**The metal 1 layer**

Scale bar: 50 um. Supply wires on this layer in gray.
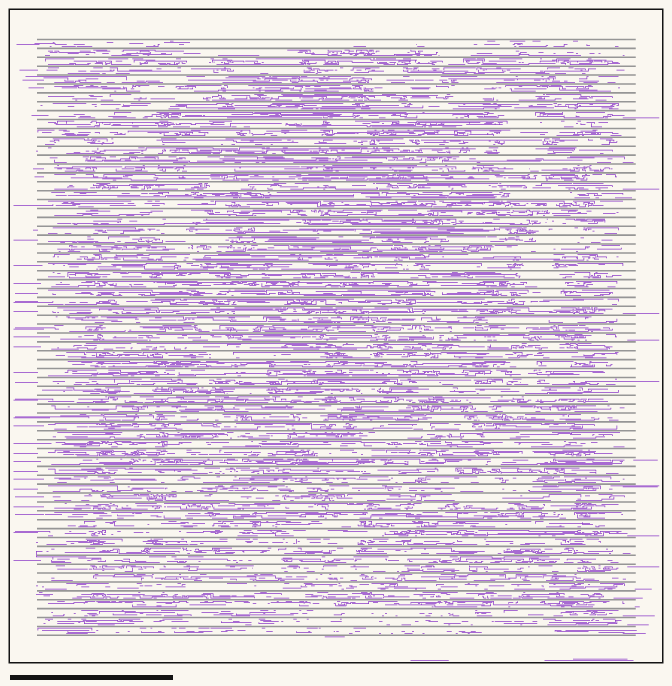
**The metal 2 layer**

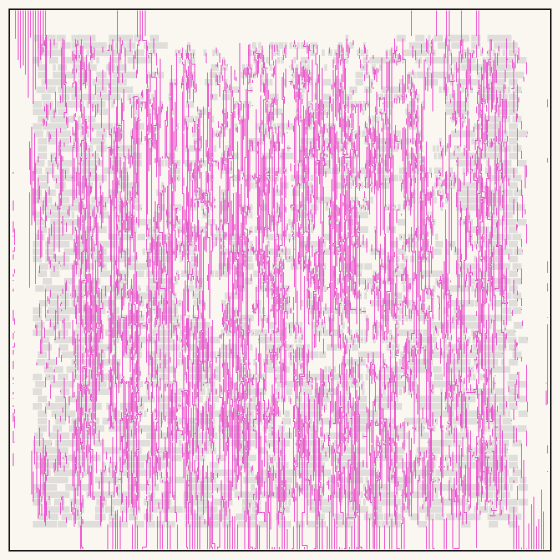
**Met3 routing**

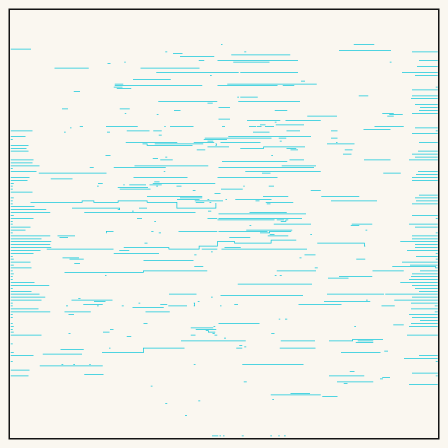
**Met4 routing**

Scale bar: 50 um. Supply wires on this layer in gray.
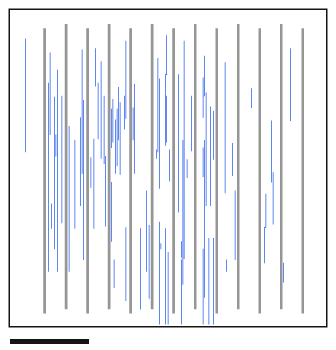
File: config.mk
export PLATFORM = sky130hd
export DESIGN_NAME = mix_columns_iter_flat
export DESIGN_NICKNAME = d
export VERILOG_FILES = /design/src/rtl/mix_columns_if.sv /design/src/rtl/mix_columns_iter.sv /design/src/flat_wrapper.sv
export SDC_FILE = /design/constraint.sdc
export NUM_CORES = 1
export LEC_CHECK = 0
export ABC_AREA = 1
export CORE_MARGIN = 8
export CORE_UTILIZATION = 50
export DETAILED_ROUTE_END_ITERATION = 6
export PLACE_DENSITY_LB_ADDON = 0.05
export SLEW_MARGIN = 20
export SYNTH_ARGS = -nofsm -noshare
export SYNTH_HDL_FRONTEND = slang
export SYNTH_SLANG_ARGS = --single-unit
File: constraint.sdc
create_clock -name clk -period 7.7 [get_ports clk]
set_clock_uncertainty 0.05 [all_clocks]
set_input_delay 0.77 -clock clk [delete_from_list [all_inputs] [get_ports clk]]
set_output_delay 0.77 -clock clk [all_outputs]
set_load 0.01 [all_outputs]
File: src/rtl/mix_columns_if.sv
// -----------------------------------------------------------------------------
// mix_columns_if
//   Handshake bundle for the iterative MixColumns / InvMixColumns engine.
//
//   Input side  : in_valid / in_ready, with inverse, data_in and tag_in
//                 qualified by in_valid.
//   Output side : out_valid / out_ready, with data_out and tag_out
//                 qualified by out_valid.
//   Status      : busy, high whenever the engine is not idle.
//
//   master : the environment driving states in and taking results out.
//   slave  : the engine itself.
// -----------------------------------------------------------------------------
interface mix_columns_if #(
    parameter int TAG_W = 4
) ();

    logic             in_valid;
    logic             in_ready;
    logic             inverse;
    logic [127:0]     data_in;
    logic [TAG_W-1:0] tag_in;
    logic             out_valid;
    logic             out_ready;
    logic [127:0]     data_out;
    logic [TAG_W-1:0] tag_out;
    logic             busy;

    modport master (
        output in_valid, inverse, data_in, tag_in, out_ready,
        input  in_ready, out_valid, data_out, tag_out, busy
    );

    modport slave (
        input  in_valid, inverse, data_in, tag_in, out_ready,
        output in_ready, out_valid, data_out, tag_out, busy
    );

endinterface

File: src/rtl/mix_columns_iter.sv
// -----------------------------------------------------------------------------
// mix_columns_iter
//   Iterative AES MixColumns / InvMixColumns engine. A 128-bit state, a mode
//   bit and a sideband tag are latched on acceptance; COLS_PER_CYCLE columns
//   are then transformed per clock into the result register, and the result
//   is held until the downstream stage takes it.
//
//   Parameters
//     COLS_PER_CYCLE : columns per clock (1, 2 or 4); latency is
//                      4/COLS_PER_CYCLE cycles from acceptance.
//     TAG_W          : width of the opaque sideband tag (>= 1).
//
//   Ports
//     clk  : clock, rising edge.
//     rst  : asynchronous, active-high reset.
//     bus  : mix_columns_if slave modport
//            in_valid/in_ready/inverse/data_in/tag_in  - input handshake
//            out_valid/out_ready/data_out/tag_out      - output handshake
//            busy                                      - engine not idle
//
//   Byte layout: column c is [127-32c -: 32], byte r of a column is
//   [31-8r -: 8], identical on data_in and data_out.
// -----------------------------------------------------------------------------
module mix_columns_iter #(
    parameter int COLS_PER_CYCLE = 1,
    parameter int TAG_W          = 4
) (
    input  logic         clk,
    input  logic         rst,
    mix_columns_if.slave bus
);

    generate
        if (!(COLS_PER_CYCLE == 1 || COLS_PER_CYCLE == 2 || COLS_PER_CYCLE == 4)) begin : g_bad_cols
            $error("mix_columns_iter: COLS_PER_CYCLE must be 1, 2 or 4");
        end
        if (TAG_W < 1) begin : g_bad_tag
            $error("mix_columns_iter: TAG_W must be at least 1");
        end
    endgenerate

    // Guarded divisor so an illegal parameter reports the error above
    // instead of a divide-by-zero.
    localparam int         N_STEPS  = 4 / ((COLS_PER_CYCLE < 1) ? 1 : COLS_PER_CYCLE);
    localparam logic [1:0] LAST_CNT = 2'(N_STEPS - 1);

    typedef enum logic [1:0] {
        S_IDLE,
        S_CALC,
        S_HOLD
    } state_t;

    // -------------------------------------------------------------------------
    // GF(2^8) helpers, polynomial 0x11B
    // -------------------------------------------------------------------------
    function automatic logic [7:0] xtime(input logic [7:0] x);
        return {x[6:0], 1'b0} ^ (x[7] ? 8'h1b : 8'h00);
    endfunction

    function automatic logic [31:0] mix_fwd(input logic [31:0] col);
        logic [7:0] b0, b1, b2, b3;
        logic [7:0] d0, d1, d2, d3;
        b0 = col[31:24];
        b1 = col[23:16];
        b2 = col[15:8];
        b3 = col[7:0];
        d0 = xtime(b0);
        d1 = xtime(b1);
        d2 = xtime(b2);
        d3 = xtime(b3);
        // 3x is 2x ^ x
        return {d0 ^ (d1 ^ b1) ^ b2 ^ b3,
                b0 ^ d1 ^ (d2 ^ b2) ^ b3,
                b0 ^ b1 ^ d2 ^ (d3 ^ b3),
                (d0 ^ b0) ^ b1 ^ b2 ^ d3};
    endfunction

    function automatic logic [31:0] mix_inv(input logic [31:0] col);
        logic [7:0] b   [4];
        logic [7:0] m9  [4];
        logic [7:0] mb  [4];
        logic [7:0] md  [4];
        logic [7:0] me  [4];
        logic [7:0] x2, x4, x8;
        for (int r = 0; r < 4; r++) begin
            b[r]  = col[31-8*r -: 8];
            x2    = xtime(b[r]);
            x4    = xtime(x2);
            x8    = xtime(x4);
            m9[r] = x8 ^ b[r];
            mb[r] = x8 ^ x2 ^ b[r];
            md[r] = x8 ^ x4 ^ b[r];
            me[r] = x8 ^ x4 ^ x2;
        end
        return {me[0] ^ mb[1] ^ md[2] ^ m9[3],
                m9[0] ^ me[1] ^ mb[2] ^ md[3],
                md[0] ^ m9[1] ^ me[2] ^ mb[3],
                mb[0] ^ md[1] ^ m9[2] ^ me[3]};
    endfunction

    // -------------------------------------------------------------------------
    // Registers and combinational nets
    // -------------------------------------------------------------------------
    state_t           r_state;
    state_t           w_state_nxt;
    logic [1:0]       r_cnt;
    logic [127:0]     r_src;
    logic             r_inv;
    logic [TAG_W-1:0] r_tag;
    logic [127:0]     r_result;
    logic [TAG_W-1:0] r_tag_out;

    logic             w_in_ready;
    logic             w_out_valid;
    logic             w_busy;

    logic [1:0]       w_col     [COLS_PER_CYCLE];
    logic [31:0]      w_col_in  [COLS_PER_CYCLE];
    logic [31:0]      w_fwd     [COLS_PER_CYCLE];
    logic [31:0]      w_inv     [COLS_PER_CYCLE];
    logic [31:0]      w_col_res [COLS_PER_CYCLE];
    logic [127:0]     w_result_nxt;

    // -------------------------------------------------------------------------
    // FSM: state register
    // -------------------------------------------------------------------------
    // NOTE: sequential blocks use non-blocking (<=) so every register samples
    // the pre-edge values of the others, independent of statement order.
    always_ff @(posedge clk or posedge rst) begin
        if (rst) begin
            r_state <= S_IDLE;
        end else begin
            r_state <= w_state_nxt;
        end
    end

    // -------------------------------------------------------------------------
    // FSM: next state and handshake outputs. Outputs depend on r_state only,
    // so there is no combinational path from in_valid or out_ready.
    // -------------------------------------------------------------------------
    // NOTE: every signal driven here gets a default before the case statement;
    // a path that leaves one unassigned would infer a latch.
    always_comb begin
        w_state_nxt = r_state;
        w_in_ready  = 1'b0;
        w_out_valid = 1'b0;
        w_busy      = 1'b1;
        case (r_state)
            S_IDLE: begin
                w_in_ready = 1'b1;
                w_busy     = 1'b0;
                if (bus.in_valid) begin
                    w_state_nxt = S_CALC;
                end
            end
            S_CALC: begin
                if (r_cnt == LAST_CNT) begin
                    w_state_nxt = S_HOLD;
                end
            end
            S_HOLD: begin
                w_out_valid = 1'b1;
                if (bus.out_ready) begin
                    w_state_nxt = S_IDLE;
                end
            end
            default: begin
                w_state_nxt = S_IDLE;
            end
        endcase
    end

    // -------------------------------------------------------------------------
    // Column units: each computes both directions; the latched mode picks one.
    // Unit u works on column cnt*COLS_PER_CYCLE + u (mod 4 is exact here).
    // -------------------------------------------------------------------------
    always_comb begin
        w_result_nxt = r_result;
        for (int u = 0; u < COLS_PER_CYCLE; u++) begin
            w_col[u]    = 2'(r_cnt * 2'(COLS_PER_CYCLE) + 2'(u));
            w_col_in[u] = '0;
            for (int k = 0; k < 4; k++) begin
                if (w_col[u] == 2'(k)) begin
                    w_col_in[u] = r_src[127-32*k -: 32];
                end
            end
            w_fwd[u]     = mix_fwd(w_col_in[u]);
            w_inv[u]     = mix_inv(w_col_in[u]);
            w_col_res[u] = r_inv ? w_inv[u] : w_fwd[u];
            for (int k = 0; k < 4; k++) begin
                if (w_col[u] == 2'(k)) begin
                    w_result_nxt[127-32*k -: 32] = w_col_res[u];
                end
            end
        end
    end

    // -------------------------------------------------------------------------
    // Datapath registers. Inputs are sampled only on acceptance; the result
    // and its tag change only on CALC writes, so both stay stable in HOLD.
    // -------------------------------------------------------------------------
    always_ff @(posedge clk or posedge rst) begin
        if (rst) begin
            r_cnt     <= '0;
            r_src     <= '0;
            r_inv     <= 1'b0;
            r_tag     <= '0;
            r_result  <= '0;
            r_tag_out <= '0;
        end else if (r_state == S_IDLE && bus.in_valid) begin
            r_cnt <= '0;
            r_src <= bus.data_in;
            r_inv <= bus.inverse;
            r_tag <= bus.tag_in;
        end else if (r_state == S_CALC) begin
            r_result <= w_result_nxt;
            r_cnt    <= r_cnt + 2'd1;
            if (r_cnt == LAST_CNT) begin
                r_tag_out <= r_tag;
            end
        end
    end

    assign bus.in_ready  = w_in_ready;
    assign bus.out_valid = w_out_valid;
    assign bus.busy      = w_busy;
    assign bus.data_out  = r_result;
    assign bus.tag_out   = r_tag_out;

endmodule

File: src/flat_wrapper.sv
// flat-port wrapper written by rule: the top's interface ports become plain ports
module mix_columns_iter_flat 
#(
    parameter int COLS_PER_CYCLE = 1,
    parameter int TAG_W          = 4
)
  (clk, rst, bus_in_valid, bus_inverse, bus_data_in, bus_tag_in, bus_out_ready, bus_in_ready, bus_out_valid, bus_data_out, bus_tag_out, bus_busy);
  mix_columns_if #(.TAG_W(TAG_W)) bus_i ();
  input  logic clk;
  input  logic rst;
  input wire logic [$bits(bus_i.in_valid)-1:0] bus_in_valid;
  input wire logic [$bits(bus_i.inverse)-1:0] bus_inverse;
  input wire logic [$bits(bus_i.data_in)-1:0] bus_data_in;
  input wire logic [$bits(bus_i.tag_in)-1:0] bus_tag_in;
  input wire logic [$bits(bus_i.out_ready)-1:0] bus_out_ready;
  output wire logic [$bits(bus_i.in_ready)-1:0] bus_in_ready;
  output wire logic [$bits(bus_i.out_valid)-1:0] bus_out_valid;
  output wire logic [$bits(bus_i.data_out)-1:0] bus_data_out;
  output wire logic [$bits(bus_i.tag_out)-1:0] bus_tag_out;
  output wire logic [$bits(bus_i.busy)-1:0] bus_busy;
  assign bus_i.in_valid = bus_in_valid;
  assign bus_i.inverse = bus_inverse;
  assign bus_i.data_in = bus_data_in;
  assign bus_i.tag_in = bus_tag_in;
  assign bus_i.out_ready = bus_out_ready;
  assign bus_in_ready = bus_i.in_ready;
  assign bus_out_valid = bus_i.out_valid;
  assign bus_data_out = bus_i.data_out;
  assign bus_tag_out = bus_i.tag_out;
  assign bus_busy = bus_i.busy;
  mix_columns_iter #(.COLS_PER_CYCLE(COLS_PER_CYCLE), .TAG_W(TAG_W)) u_core (.clk(clk), .rst(rst), .bus(bus_i));
endmodule
==> impl_metrics.toml <==
# flow metrics
[min_path]
hp-class = "reg2reg"
min_from = "u_core.bus.tag_out[3]"
hold_end = "u_core.bus.tag_out[3]"
min_path_cells = 2

[clocking]
clock_latency_ps = 560
clk_pin_slew_worst_paths_ps = 60
htreeDepth = 1
cts_sinks = 269
cts_made_buffers = 29
post_cts_buffers = 0
tritoncts = "yes"
max-clock-path-buffers = 3
cts-root-buf = "clkbuf_16"
hold_buffers = 0
cts_resized = 0

[die]
top_level_ports = 272
initial_core_util_pct = 50.42
die_w_um = 199.4
dieArea_sq_um = 39770
core_region_area_sq_um = 33360
num_rows = 67
dieHeight_um = 199.4

[global_routing]
grt_pass1_wl_um = 91240
grt_use_total_pct = 30.09
grt_start_max_net_pins = 154
grt_pass1_vias = 15360
grt_overflow = 0
antenna_found_initial = 3

[critical_path]
crit_buf_inv = 3
path_depth = 20
slowest_stage = "ha_1"
startpoint = "u_core.r_cnt[0]"
start_kind = "register"
cpPeakStageDelay_ps = 790
cp_cell_sequence = "inv_1 > ha_1 > inv_1 > nor2_4 > nand2_1 > nand2_1 > nand2_1 > nand2_1 > inv_1 > nand2_1 > nand2_1 > nand2_1 > nand2_1 > xor2_1 > nor2_1 > nor2_1 > nand2_1 > o21ai_2 > nand2_1 > nand2_1"
criticalPathCategory = "reg2reg"
cp-end-kind = "register"
required_ps = 8140
crit_end = "u_core.bus.data_out[114]"
crit_fanout = 23
reg2regPathDepth = 20
worst_path_most_repeated_cell = "nand2_1"
rr_startpoint = "u_core.r_cnt[0]"
crit_family = "simple AND/OR/NAND/NOR gates"
r2r-end = "u_core.bus.data_out[114]"
r2r_setup_slack_ps = 3250
arrival_ps = 4890

[logic_synthesis]
top_cell = "nand2_1"
common_cells = "nand2_1, dfrtp_1, nand3_1"
edf_count = 0
netlist_area_sq_um = 16820
synthDistinctLibCells = 43
flop_cell = "dfrtp_1"
synth_top_area_share_pct = 40.02
synth.area.top_cells = "dfrtp_1, nand2_1, mux2_2"
ys_seq_share_pct = 40.02
ys_ff = 269
top_area_cell = "dfrtp_1"
synth_cells = 2166
floorplan.nets = 2307
synth.avg_cell_area_sq_um = 7.766
ys_cells = 2166
ys_warn_count = 0
yosys_area_sq_um = 16820
async_flop_share_pct = 100.0

[run_status]
outcome = "complete, no violations"

[detailed_routing]
avgViaCountPerCell = 5.381
drt_iter0_drc = 1286
drc = 0
drtAntennaViolNets = 0
firstDrtPassIters = 5
wl_per_cell_um = 20.94

[final_timing]
fin_tns_setup_ps = 0
setup_violations = 0
tightest_slew_ps = 975.5
fmax_mhz = 224.9
fin_crit_sh_pct = 57.74
hold_viol = 0
maxSlewHeadroom_pct = 34.28
rsz0062_at_grt = "no"
final_max_slew_viol_count = 0
worst_slack_ps = 3254
min_period_ps = 4446

[place]
gp_congestion = 1.032
portBuffers = 271
preCtsSetupSlack_ps = 3353
detailed_place_hpwl_um = 45330
dp.cells = 2823

[final_layout]
fin_nets = 2547
nFillCells = 2987
final_cell_mix = "nand2_1, clkdlybuf4s50_1, dfrtp_1"
flop_area_sq_um = 6733
lay_top_count = "nand2_1"
fin_util_pct = 61.92
fin_cells = 2873
drive_gt1_share_pct = 13.01
final-comb-area_sq_um = 9198
syn_to_final_growth_pct = 22.81

[job]
warnings = 31
cap_violations = 0
Back to the opening pictures, 'the metal 1 layer':
The layer carries 24.2 mm of wire. The layer holds 40% of the routed length. The longest straight run is 66.2 um. 2331 nets have wire on it. The wires run mostly horizontal.

Back to the opening pictures, 'the metal 2 layer':
The layer holds 47% of the routed length. The wires run mostly vertical. The layer carries 28.2 mm of wire. The longest straight run is 101 um. 2036 nets have wire on it.
met2 Track Usage GR: 50.01%
vias: 15460
wirelength, routed: 60160 um

Back to the opening pictures, 'met3 routing':
The layer holds 7.1% of the routed length. The longest straight run is 51.5 um. 309 nets have wire on it. The layer carries 4250 um of wire.
M3 GR Usage: 4.075%

Back to the opening pictures, 'met4 routing':
The layer holds 5.8% of the routed length. 62 nets have wire on it.

state kept, by name (all words and copies together), names as in the netlist:
register / cells
u_core.bus.data_out: 128
u_core.r_src: 128
u_core.bus.tag_out: 4
u_core.r_tag: 4
u_core.r_cnt: 2
u_core.r_state: 2
u_core.r_inv: 1
stage by stage:
step | hold slack (ps) | area, sq um
CTS | 421.5 | 20650
finish | 420.4 | 20660
global placement | 405.8 | 19810
floorplan | 393.5 | 16820
global route | 427.6 | 20660
detailed placement | 408.8 | 19810
area by class of cell:
type / count / area share [%]
multi-input combinational: 1697 / 44.52
sequential: 269 / 32.59
timing repair buffer: 288 / 13.81
clock buffer: 43 / 3.961
tap: 448 / 2.713
inverter: 121 / 2.241
clock inverter: 4 / 0.1272
antenna: 3 / 0.03634
routing by layer:
layer | part of all wire (%) | vias up | global-route usage (%)
met4 | 5.8 | 0 | 15.42
met5 | 0 | - | 0
li1 | - | 7280 | -
met2 | 47 | 646 | 50.01
met1 | 40 | 7379 | 38.06
met3 | 7.1 | 155 | 4.075
logic make-up after synthesis:
kind of cell,count (synthesis),share of synthesized area [%]
AND/OR/NAND/NOR,1281,31.88
flip-flops,269,40.02
buffers and inverters,200,5.452
XOR/XNOR,177,9.774
AND-OR/OR-AND,118,4.746
multiplexers,117,7.832
adder cells (fa/ha/maj),4,0.2975
